<file path="config.mk">
export PLATFORM = sky130hd
export DESIGN_NAME = baud_gen_frac_flat
export DESIGN_NICKNAME = d
export VERILOG_FILES = /design/src/rtl/baud_gen_pkg.sv /design/src/rtl/baud_gen_frac_if.sv /design/src/rtl/baud_frac_div.sv /design/src/rtl/baud_gen_frac.sv /design/src/flat_wrapper.sv
export SDC_FILE = /design/constraint.sdc
export NUM_CORES = 1
export LEC_CHECK = 0
export ABC_CLOCK_PERIOD_IN_PS = 8060
export CAP_MARGIN = 20
export CORE_AREA = 4 4 112 93
export CTS_BUF_LIST = sky130_fd_sc_hd__clkbuf_2 sky130_fd_sc_hd__clkbuf_4 sky130_fd_sc_hd__clkbuf_8
export CTS_CLUSTER_DIAMETER = 150
export CTS_CLUSTER_SIZE = 30
export DETAILED_ROUTE_END_ITERATION = 10
export DIE_AREA = 0 0 116 97
export GPL_ROUTABILITY_DRIVEN = 0
export PLACE_DENSITY_LB_ADDON = 0.08
export SLEW_MARGIN = 10
export SYNTH_ARGS = -nofsm -noshare
export SYNTH_HDL_FRONTEND = slang
export SYNTH_HIERARCHICAL = 1
export SYNTH_SLANG_ARGS = --single-unit
</file>
<file path="constraint.sdc">
create_clock -name clk -period 8.06 [get_ports clk]
set_input_delay 1.209 -clock clk [delete_from_list [all_inputs] [get_ports clk]]
set_output_delay 1.209 -clock clk [all_outputs]
set_load 0.005 [all_outputs]
</file>
<file path="src/rtl/baud_gen_pkg.sv">
// Shared types and constants for the fractional baud tick generator.
package baud_gen_pkg;

  typedef enum logic [1:0] {
    ST_IDLE = 2'd0,
    ST_RUN  = 2'd1,
    ST_PEND = 2'd2
  } state_e;

  typedef enum logic {
    OSR_X16 = 1'b0,
    OSR_X8  = 1'b1
  } osr_e;

  localparam int OSR16 = 16;
  localparam int OSR8  = 8;

  // Value of the oversample counter on the rx_tick that is also a bit tick.
  function automatic logic [3:0] osr_last(input osr_e sel);
    return (sel == OSR_X8) ? 4'(OSR8 - 1) : 4'(OSR16 - 1);
  endfunction

endpackage

</file>
<file path="src/rtl/baud_gen_frac_if.sv">
// Configuration handshake between the APB register block (master) and the baud generator (slave).
interface baud_gen_frac_if #(
  parameter int CNT_W  = 16,
  parameter int FRAC_W = 4
);
  logic              cfg_valid;
  logic              cfg_ready;
  logic [CNT_W-1:0]  cfg_div_int;
  logic [FRAC_W-1:0] cfg_div_frac;
  logic              cfg_osr_sel;

  modport master (
    output cfg_valid, cfg_div_int, cfg_div_frac, cfg_osr_sel,
    input  cfg_ready
  );

  modport slave (
    input  cfg_valid, cfg_div_int, cfg_div_frac, cfg_osr_sel,
    output cfg_ready
  );
endinterface

</file>
<file path="src/rtl/baud_frac_div.sv">
// Fractional interval divider: interval length is div_int plus the carry of a phase accumulator.
module baud_frac_div #(
  parameter int CNT_W  = 16,
  parameter int FRAC_W = 4
) (
  input  logic              clk,
  input  logic              rstn,
  input  logic              i_clear,
  input  logic [CNT_W-1:0]  i_div_int,
  input  logic [FRAC_W-1:0] i_div_frac,
  output logic              o_rx_tick
);

  logic [CNT_W-1:0]  r_cnt;
  logic [FRAC_W-1:0] r_acc;
  logic              r_rx_tick;
  logic [FRAC_W:0]   w_sum;
  logic [CNT_W:0]    w_len;
  logic [CNT_W:0]    w_last;
  logic              w_wrap;

  // r_acc holds the phase at the start of the current interval, so the carry
  // that stretches this interval is stable for its whole duration.
  assign w_sum  = {1'b0, r_acc} + {1'b0, i_div_frac};
  assign w_len  = {1'b0, i_div_int} + {{CNT_W{1'b0}}, w_sum[FRAC_W]};
  assign w_last = w_len - {{CNT_W{1'b0}}, 1'b1};
  assign w_wrap = ({1'b0, r_cnt} == w_last);

  always_ff @(posedge clk or negedge rstn) begin
    if (!rstn) begin
      r_cnt     <= '0;
      r_acc     <= '0;
      r_rx_tick <= 1'b0;
    end else if (i_clear) begin
      r_cnt     <= '0;
      r_acc     <= '0;
      r_rx_tick <= 1'b0;
    end else begin
      r_rx_tick <= w_wrap;
      if (w_wrap) begin
        r_cnt <= '0;
        r_acc <= w_sum[FRAC_W-1:0];
      end else begin
        r_cnt <= r_cnt + CNT_W'(1);
      end
    end
  end

  assign o_rx_tick = r_rx_tick;

endmodule

</file>
<file path="src/rtl/baud_gen_frac.sv">
// Fractional baud tick generator: FSM, shadow config, oversample counter and handshake.
// Optional BAUD_GEN_BCLK_EN adds a legacy square wave on bclk toggling every rx_tick.
module baud_gen_frac
  import baud_gen_pkg::*;
#(
  parameter int CNT_W   = 16,
  parameter int FRAC_W  = 4,
  parameter int MIN_DIV = 2
) (
  input  logic            clk,
  input  logic            rstn,
  input  logic            en,
  baud_gen_frac_if.slave  cfg,
  output logic            rx_tick,
  output logic            tx_tick,
  output logic            locked,
  output logic            cfg_error,
  output logic            bclk
);

  localparam logic [1:0]       S_IDLE    = ST_IDLE;
  localparam logic [1:0]       S_RUN     = ST_RUN;
  localparam logic [1:0]       S_PEND    = ST_PEND;
  localparam logic [CNT_W-1:0] MIN_DIV_V = CNT_W'(MIN_DIV);

  logic [1:0]        r_state;
  logic [1:0]        w_state_nxt;
  logic [CNT_W-1:0]  r_div_int;
  logic [FRAC_W-1:0] r_div_frac;
  osr_e              r_osr;
  logic [CNT_W-1:0]  r_sh_div_int;
  logic [FRAC_W-1:0] r_sh_div_frac;
  osr_e              r_sh_osr;
  logic              r_cfg_error;
  logic [3:0]        r_os_cnt;

  logic w_accept;
  logic w_in_legal;
  logic w_sh_legal;
  logic w_act_legal;
  logic w_apply_in;
  logic w_apply_sh;
  logic w_boundary;
  logic w_clear;
  logic w_rx_tick;
  logic w_tx_tick;

  assign cfg.cfg_ready = (r_state != S_PEND);
  assign w_accept      = cfg.cfg_valid && cfg.cfg_ready;
  assign w_in_legal    = (cfg.cfg_div_int >= MIN_DIV_V);
  assign w_sh_legal    = (r_sh_div_int >= MIN_DIV_V);
  assign w_act_legal   = (r_div_int >= MIN_DIV_V);

  // A config offered while stopping is applied directly rather than shadowed.
  assign w_apply_in = w_accept && ((r_state == S_IDLE) || !en);
  assign w_apply_sh = (r_state == S_PEND) && (!en || w_tx_tick);
  assign w_boundary = (r_state == S_PEND) && en && w_tx_tick;

  // The divider only counts while running; a bit-boundary reconfig restarts it
  // from zero on the cycle after tx_tick.
  assign w_clear = !(en && (r_state != S_IDLE)) || w_boundary;

  always_comb begin
    w_state_nxt = r_state;
    case (r_state)
      S_IDLE: if (en && w_act_legal && !w_accept) w_state_nxt = S_RUN;
      S_RUN: begin
        if (!en)           w_state_nxt = S_IDLE;
        else if (w_accept) w_state_nxt = S_PEND;
      end
      S_PEND: begin
        if (!en)            w_state_nxt = S_IDLE;
        else if (w_tx_tick) w_state_nxt = w_sh_legal ? S_RUN : S_IDLE;
      end
      default: w_state_nxt = S_IDLE;
    endcase
  end

  always_ff @(posedge clk or negedge rstn) begin
    if (!rstn) r_state <= S_IDLE;
    else       r_state <= w_state_nxt;
  end

  always_ff @(posedge clk or negedge rstn) begin
    if (!rstn) begin
      r_div_int   <= '0;
      r_div_frac  <= '0;
      r_osr       <= OSR_X16;
      r_cfg_error <= 1'b0;
    end else if (w_apply_in) begin
      r_div_int   <= cfg.cfg_div_int;
      r_div_frac  <= cfg.cfg_div_frac;
      r_osr       <= osr_e'(cfg.cfg_osr_sel);
      r_cfg_error <= !w_in_legal;
    end else if (w_apply_sh) begin
      r_div_int   <= r_sh_div_int;
      r_div_frac  <= r_sh_div_frac;
      r_osr       <= r_sh_osr;
      r_cfg_error <= !w_sh_legal;
    end
  end

  always_ff @(posedge clk or negedge rstn) begin
    if (!rstn) begin
      r_sh_div_int  <= '0;
      r_sh_div_frac <= '0;
      r_sh_osr      <= OSR_X16;
    end else if (w_accept && (r_state == S_RUN) && en) begin
      r_sh_div_int  <= cfg.cfg_div_int;
      r_sh_div_frac <= cfg.cfg_div_frac;
      r_sh_osr      <= osr_e'(cfg.cfg_osr_sel);
    end
  end

  baud_frac_div #(
    .CNT_W  (CNT_W),
    .FRAC_W (FRAC_W)
  ) u_div (
    .clk        (clk),
    .rstn       (rstn),
    .i_clear    (w_clear),
    .i_div_int  (r_div_int),
    .i_div_frac (r_div_frac),
    .o_rx_tick  (w_rx_tick)
  );

  always_ff @(posedge clk or negedge rstn) begin
    if (!rstn)                r_os_cnt <= '0;
    else if (w_clear)         r_os_cnt <= '0;
    else if (w_rx_tick) begin
      if (r_os_cnt == osr_last(r_osr)) r_os_cnt <= '0;
      else                             r_os_cnt <= r_os_cnt + 4'd1;
    end
  end

  assign w_tx_tick = w_rx_tick && (r_os_cnt == osr_last(r_osr));

`ifdef BAUD_GEN_BCLK_EN
  logic r_bclk;

  always_ff @(posedge clk or negedge rstn) begin
    if (!rstn)          r_bclk <= 1'b0;
    else if (w_rx_tick) r_bclk <= ~r_bclk;
  end

  assign bclk = r_bclk;
`else
  assign bclk = 1'b0;
`endif

  assign rx_tick   = w_rx_tick;
  assign tx_tick   = w_tx_tick;
  assign locked    = (r_state != S_IDLE);
  assign cfg_error = r_cfg_error;

endmodule

</file>
<file path="src/flat_wrapper.sv">
// flat-port wrapper written by rule: the top's interface ports become plain ports
module baud_gen_frac_flat import baud_gen_pkg::*;
#(
  parameter int CNT_W   = 16,
  parameter int FRAC_W  = 4,
  parameter int MIN_DIV = 2
)
  (clk, rstn, en, rx_tick, tx_tick, locked, cfg_error, bclk, cfg_cfg_valid, cfg_cfg_div_int, cfg_cfg_div_frac, cfg_cfg_osr_sel, cfg_cfg_ready);
  baud_gen_frac_if #(.CNT_W(CNT_W), .FRAC_W(FRAC_W)) cfg_i ();
  input  logic clk;
  input  logic rstn;
  input  logic en;
  output logic rx_tick;
  output logic tx_tick;
  output logic locked;
  output logic cfg_error;
  output logic bclk;
  input wire logic [$bits(cfg_i.cfg_valid)-1:0] cfg_cfg_valid;
  input wire logic [$bits(cfg_i.cfg_div_int)-1:0] cfg_cfg_div_int;
  input wire logic [$bits(cfg_i.cfg_div_frac)-1:0] cfg_cfg_div_frac;
  input wire logic [$bits(cfg_i.cfg_osr_sel)-1:0] cfg_cfg_osr_sel;
  output wire logic [$bits(cfg_i.cfg_ready)-1:0] cfg_cfg_ready;
  assign cfg_i.cfg_valid = cfg_cfg_valid;
  assign cfg_i.cfg_div_int = cfg_cfg_div_int;
  assign cfg_i.cfg_div_frac = cfg_cfg_div_frac;
  assign cfg_i.cfg_osr_sel = cfg_cfg_osr_sel;
  assign cfg_cfg_ready = cfg_i.cfg_ready;
  baud_gen_frac #(.CNT_W(CNT_W), .FRAC_W(FRAC_W), .MIN_DIV(MIN_DIV)) u_core (.clk(clk), .rstn(rstn), .en(en), .cfg(cfg_i), .rx_tick(rx_tick), .tx_tick(tx_tick), .locked(locked), .cfg_error(cfg_error), .bclk(bclk));
endmodule
</file>
**Run 1: clock network drawn from the DEF**

Drawn at 3 px/µm.
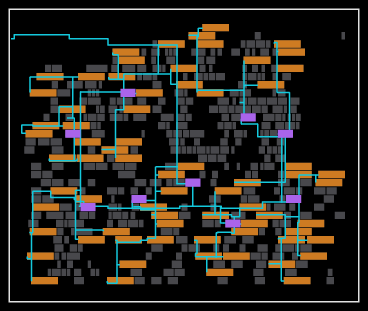
[flip-flops] orange | count: 70
[clock wires] cyan | length: 946 µm
[clock drivers] purple | count: 9
routed clock nets: 10

**Run 1: cells colored by class**

Drawn at 4 px/µm. Fill, decap, tap and diode cells in gray.
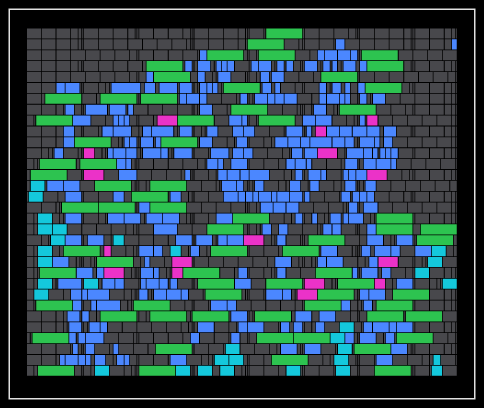
[combinational and other logic] blue | cells: 292 | share of their area: 50%
[remaining buffers and delay cells] cyan | cells: 32 | share of their area: 6.9%
[clock drivers and dummy loads] magenta | cells: 16 | share of their area: 4.0%
[sequential cells] green | cells: 70 | share of their area: 39%

==> notes.md, run 1 <==
yosys + openroad results -> area of the placeable core about 9400 µm², global-route wire length before repair roughly 16 mm, share of synthesized area occupied by flip-flops and latches roughly 43%, status complete, no violations, post-synthesis instance area slightly above 4000 µm², number of logged tool warnings 26, cell-by-cell listing of the critical path ha_1 > inv_1 > fa_1 > inv_1 > a21o_1 > a21oi_1 > ha_1 > ha_1 > or4b_4 > or4_4 > a32o_1 > a2111oi_2 > and4_4 > mux2_2, Clock Sink Count 70, maximum number of pins on one net before global-route repair roughly 71, CP Capture Type flip-flop, Commonest flop sky130_fd_sc_hd__dfrtp_1, post-CTS setup buffer count 0, Max VDD drop 0.109 mV, clock latency of the later-clocked register in the worst-skew pair between 0.3 and 0.4 ns, Biggest consumer sequential cells, number of vias per cell after detailed routing 5.82, global routing usage on met3 under 10%, origin of the worst setup path u_core/r_div_frac[0], startpoint of the tightest hold check path u_core/r_div_int[0], port bufs 29, depth of the most critical reg-to-reg path 14, Bufs on Longest Clock Path 2, total leakage power 0.00181 µW, synthesis-stage register bit count 70, number of cells traversed by the worst hold path 1, Routed met2 length roughly 4.2 mm, critical path class reg -> reg, most used cell, CP sky130_fd_sc_hd__ha_1, tally of max-capacitance violations 0, library cell contributing the largest single delay on the critical path sky130_fd_sc_hd__or4b_4
**Run 1: power grid**

Drawn at 4 px/µm. Pins as bars on the die edge. Tap cells in gray.
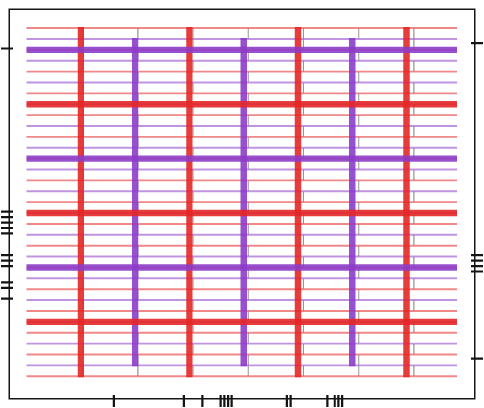
[VDD] purple
[VSS] red
met5 straps: 6
rows: 32
met1 rails: 33
met4 straps: 7

## run 1: metrics by stage
stage	instance area, µm²	util [%]	power (µW)	hold slack (ns)	setup slack [ns]
6_report	4600	49.1	867	0.494	3.85
5_1_grt	4600	49.1	923	0.518	3.60
4_1_cts	4600	49.1	877	0.501	3.83
3_5_place_dp	4420	47.2	614	0.484	3.85
3_3_place_gp	4420	47.2	612	0.479	3.93
2_1_floorplan	4080	-	554	0.464	4.14
## run 1: synth_stat cells, types with 5 or more instances
master,count,area (µm²)
sky130_fd_sc_hd__dfrtp_1,70,1750
sky130_fd_sc_hd__xor2_1,23,201
sky130_fd_sc_hd__nor2b_1,7,43.8
sky130_fd_sc_hd__nor4_1,12,75.1
sky130_fd_sc_hd__clkbuf_1,7,26.3
sky130_fd_sc_hd__o221a_2,15,169
sky130_fd_sc_hd__mux2_2,22,248
sky130_fd_sc_hd__nand4_1,8,50.1
sky130_fd_sc_hd__nand3_1,8,40.0
sky130_fd_sc_hd__nor3_1,23,115
sky130_fd_sc_hd__inv_1,10,37.5
sky130_fd_sc_hd__o32a_2,6,67.6
sky130_fd_sc_hd__buf_2,5,25.0
sky130_fd_sc_hd__nand2_1,14,52.6
sky130_fd_sc_hd__o21a_1,8,60.1
sky130_fd_sc_hd__a21oi_1,7,35.0
sky130_fd_sc_hd__xnor2_1,11,96.3
sky130_fd_sc_hd__nor2_1,21,78.8
sky130_fd_sc_hd__o21ai_0,5,25.0
sky130_fd_sc_hd__nand2b_1,18,113
sky130_fd_sc_hd__ha_1,8,100
## run 1: cell type report
cell class,count,area [µm²]
Fill cell,867,4770
Timing Repair Buffer,32,308
Sequential cell,70,1750
Clock buffer,13,160
Multi-Input combinational cell,281,2170
Clock inverter,3,20.0
Tap cell,119,149
Inverter,11,41.3
**Run 1: routing congestion**

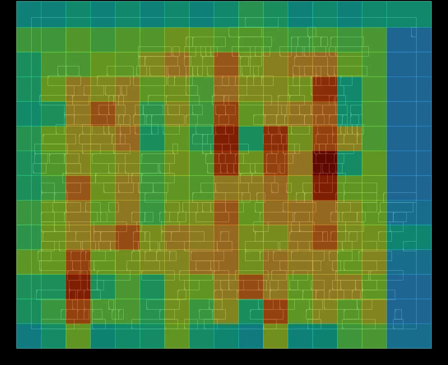

==> run 1 -> run 2 <==
--- a/config.mk
+++ b/config.mk
@@ -5,7 +5,7 @@
 export SDC_FILE = /design/constraint.sdc
 export NUM_CORES = 1
 export LEC_CHECK = 0
-export ABC_CLOCK_PERIOD_IN_PS = 8060
+export ABC_CLOCK_PERIOD_IN_PS = 4000
 export CAP_MARGIN = 20
 export CORE_AREA = 4 4 112 93
 export CTS_BUF_LIST = sky130_fd_sc_hd__clkbuf_2 sky130_fd_sc_hd__clkbuf_4 sky130_fd_sc_hd__clkbuf_8
==> constraint.sdc (replaced) <==
create_clock -name clk -period 4 [get_ports clk]
set_input_delay 0.6 -clock clk [delete_from_list [all_inputs] [get_ports clk]]
set_output_delay 0.6 -clock clk [all_outputs]
set_load 0.005 [all_outputs]
**Run 2: routing congestion**

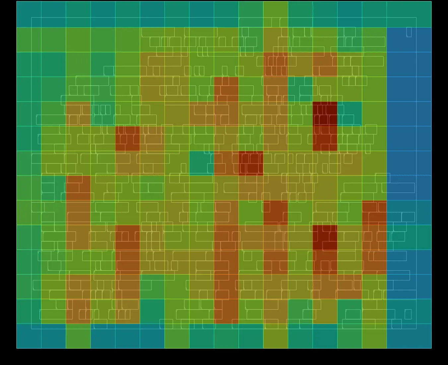
GR met2 Demand/Resource: 26.1%
layer with the highest usage: met1

**Run 2: cells colored by class**

Drawn at 4 px/µm. Fill, decap, tap and diode cells in gray.
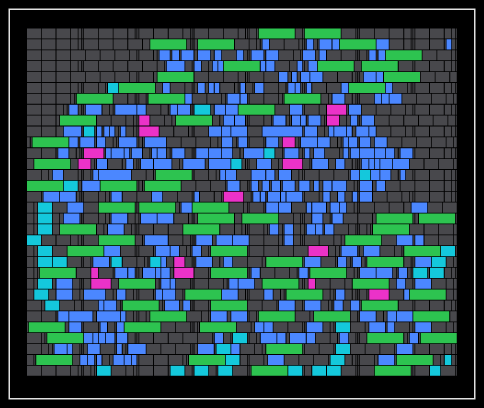
[combinational and other logic] blue | cells: 292 | share of their area: 50%
[remaining buffers and delay cells] cyan | cells: 38 | share of their area: 7.9%
[clock drivers and dummy loads] magenta | cells: 16 | share of their area: 3.9%
[sequential cells] green | cells: 70 | share of their area: 39%

==> run 2 against run 1 <==
Cell area increased by 1.6%. Highest routed layer unchanged. Global-route usage up 0.21 points. Utilization up 0.76 points. Worst hold slack lost 0.46 ns. Combinational power grew 110%.
==> notes.md, run 2 <==
yosys + openroad results -> Bufs on Longest Clock Path 2 (unchanged), global routing usage on met3 4.82% (-0.25 points), port bufs 29 (unchanged), Commonest flop sky130_fd_sc_hd__dfrtp_1, class of the worst hold path in -> async, tally of max-capacitance violations 0 (unchanged), ranking of synthesized cells by area sky130_fd_sc_hd__dfrtp_1 (43%), sky130_fd_sc_hd__mux2_2 (6.1%), sky130_fd_sc_hd__xor2_1 (4.9%), Place WS 0.116 ns (-3.73 ns), Max VDD drop 0.238 mV (+120%), area of the multi-input gates 2200 µm² (+1.3%), final core occ 49.9% (+0.76 points), cell-by-cell listing of the critical path ha_1 > inv_1 > fa_2 > inv_1 > a21o_1 > a21oi_2 > ha_2 > ha_2 > or4b_4 > or4_4 > a311o_1 > a211oi_1 > and4_4 > mux2_2, cell type with the highest aggregate area in the netlist sky130_fd_sc_hd__dfrtp_1, Setup TNS 0 ns, maximum number of pins on one net before global-route repair 67 (-5.6%), number of vias per cell after detailed routing 5.81 (-0.19%), share of synthesized area occupied by flip-flops and latches 43.0% (unchanged), area share of the leading cell type in the synthesized netlist 43.0% (unchanged), CP max FO 5, count of antenna-violating nets left after detailed routing 0, dominant logic cell type in the layout sky130_fd_sc_hd__dfrtp_1, post-synthesis instance area 4080 µm² (unchanged), CP Capture Type flip-flop, Clock Sink Count 70 (unchanged), critical path class reg -> reg, clock latency of the later-clocked register in the worst-skew pair 0.35 ns (about the same), crit path setup slack, layout 0.0733 ns (-3.78 ns), overall power 1740 µW (+100%), total of fill cells in the finished design 902 (+4.0%), H-tree depth reported by CTS 3, status complete, no violations, library cell contributing the largest single delay on the critical path sky130_fd_sc_hd__or4b_4, total leakage power 0.00184 µW (+1.6%), horizontal die dimension ~120 µm, area of the placeable core 9370 µm² (unchanged), post-detailed-placement cell area 4450 µm² (+0.68%), number of logged tool warnings 26 (unchanged)
**Run 2: power grid**

Drawn at 4 px/µm. Pins as bars on the die edge. Tap cells in gray.
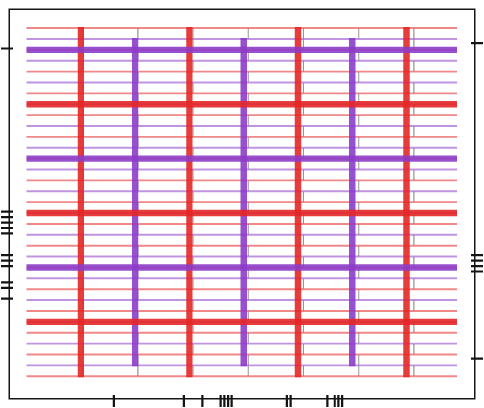
[VDD] purple
[VSS] red
met4 straps: 7
met1 rails: 33
tap cells: 119

run 2: cell counts after synthesis:
No cell type changed its count.
run 2: power by group:
part	internal (µW)	leakage, µW	switching [µW]	total, µW
Sequential	801	0.000876	115	916
Clock	225	0.0000852	284	510
Combinational	175	0.000875	144	319
Total	1200	0.00184	543	1740
run 2: area by class of cell:
class                      instances  share of cell area, %
clock buffer                       9                   2.65
clock inverter                     7                   1.10
sequential                        70                   37.5
tap                              119                   3.19
multi-input combinational        281                   47.1
timing repair buffer              38                   7.63
inverter                          11                  0.884
run 2: timing repair:
item	CTS	global route
setup endpoints to repair	0	20
gates resized	0	8
setup buffers	0	2
run 2: kinds of logic after synthesis:
family / Yosys count
AND-OR/OR-AND: 70
AND/OR/NAND/NOR: 139
adder cells (fa/ha/maj): 9
flip-flops: 70
other: 1
multiplexers: 27
XOR/XNOR: 35
buffers and inverters: 29
run 2: path summary, 6_finish.rpt:
path | start | to | cells after the start
worst min register to register | u_core/r_div_frac[3] | u_core/r_div_frac[3] | 1
worst min-delay path | rstn | u_core/r_sh_div_int[7] | 1
worst max-delay path | u_core/r_div_frac[0] | u_core/u_div/r_acc[1] | 14
max in group asynchronous | rstn | u_core/u_div/r_cnt[15] | 2
worst max register to register | u_core/r_div_frac[0] | u_core/u_div/r_acc[1] | 14
min in group clk | u_core/r_div_frac[3] | u_core/r_div_frac[3] | 1
run 2: layer usage:
layer / share of wire [%] / wire length, µm
met1: 50 / 4800
met2: 45 / 4370
met3: 3.7 / 355
met4: 0.88 / 85
met5: 0 / 0
Power and IR drop assume default switching activity.
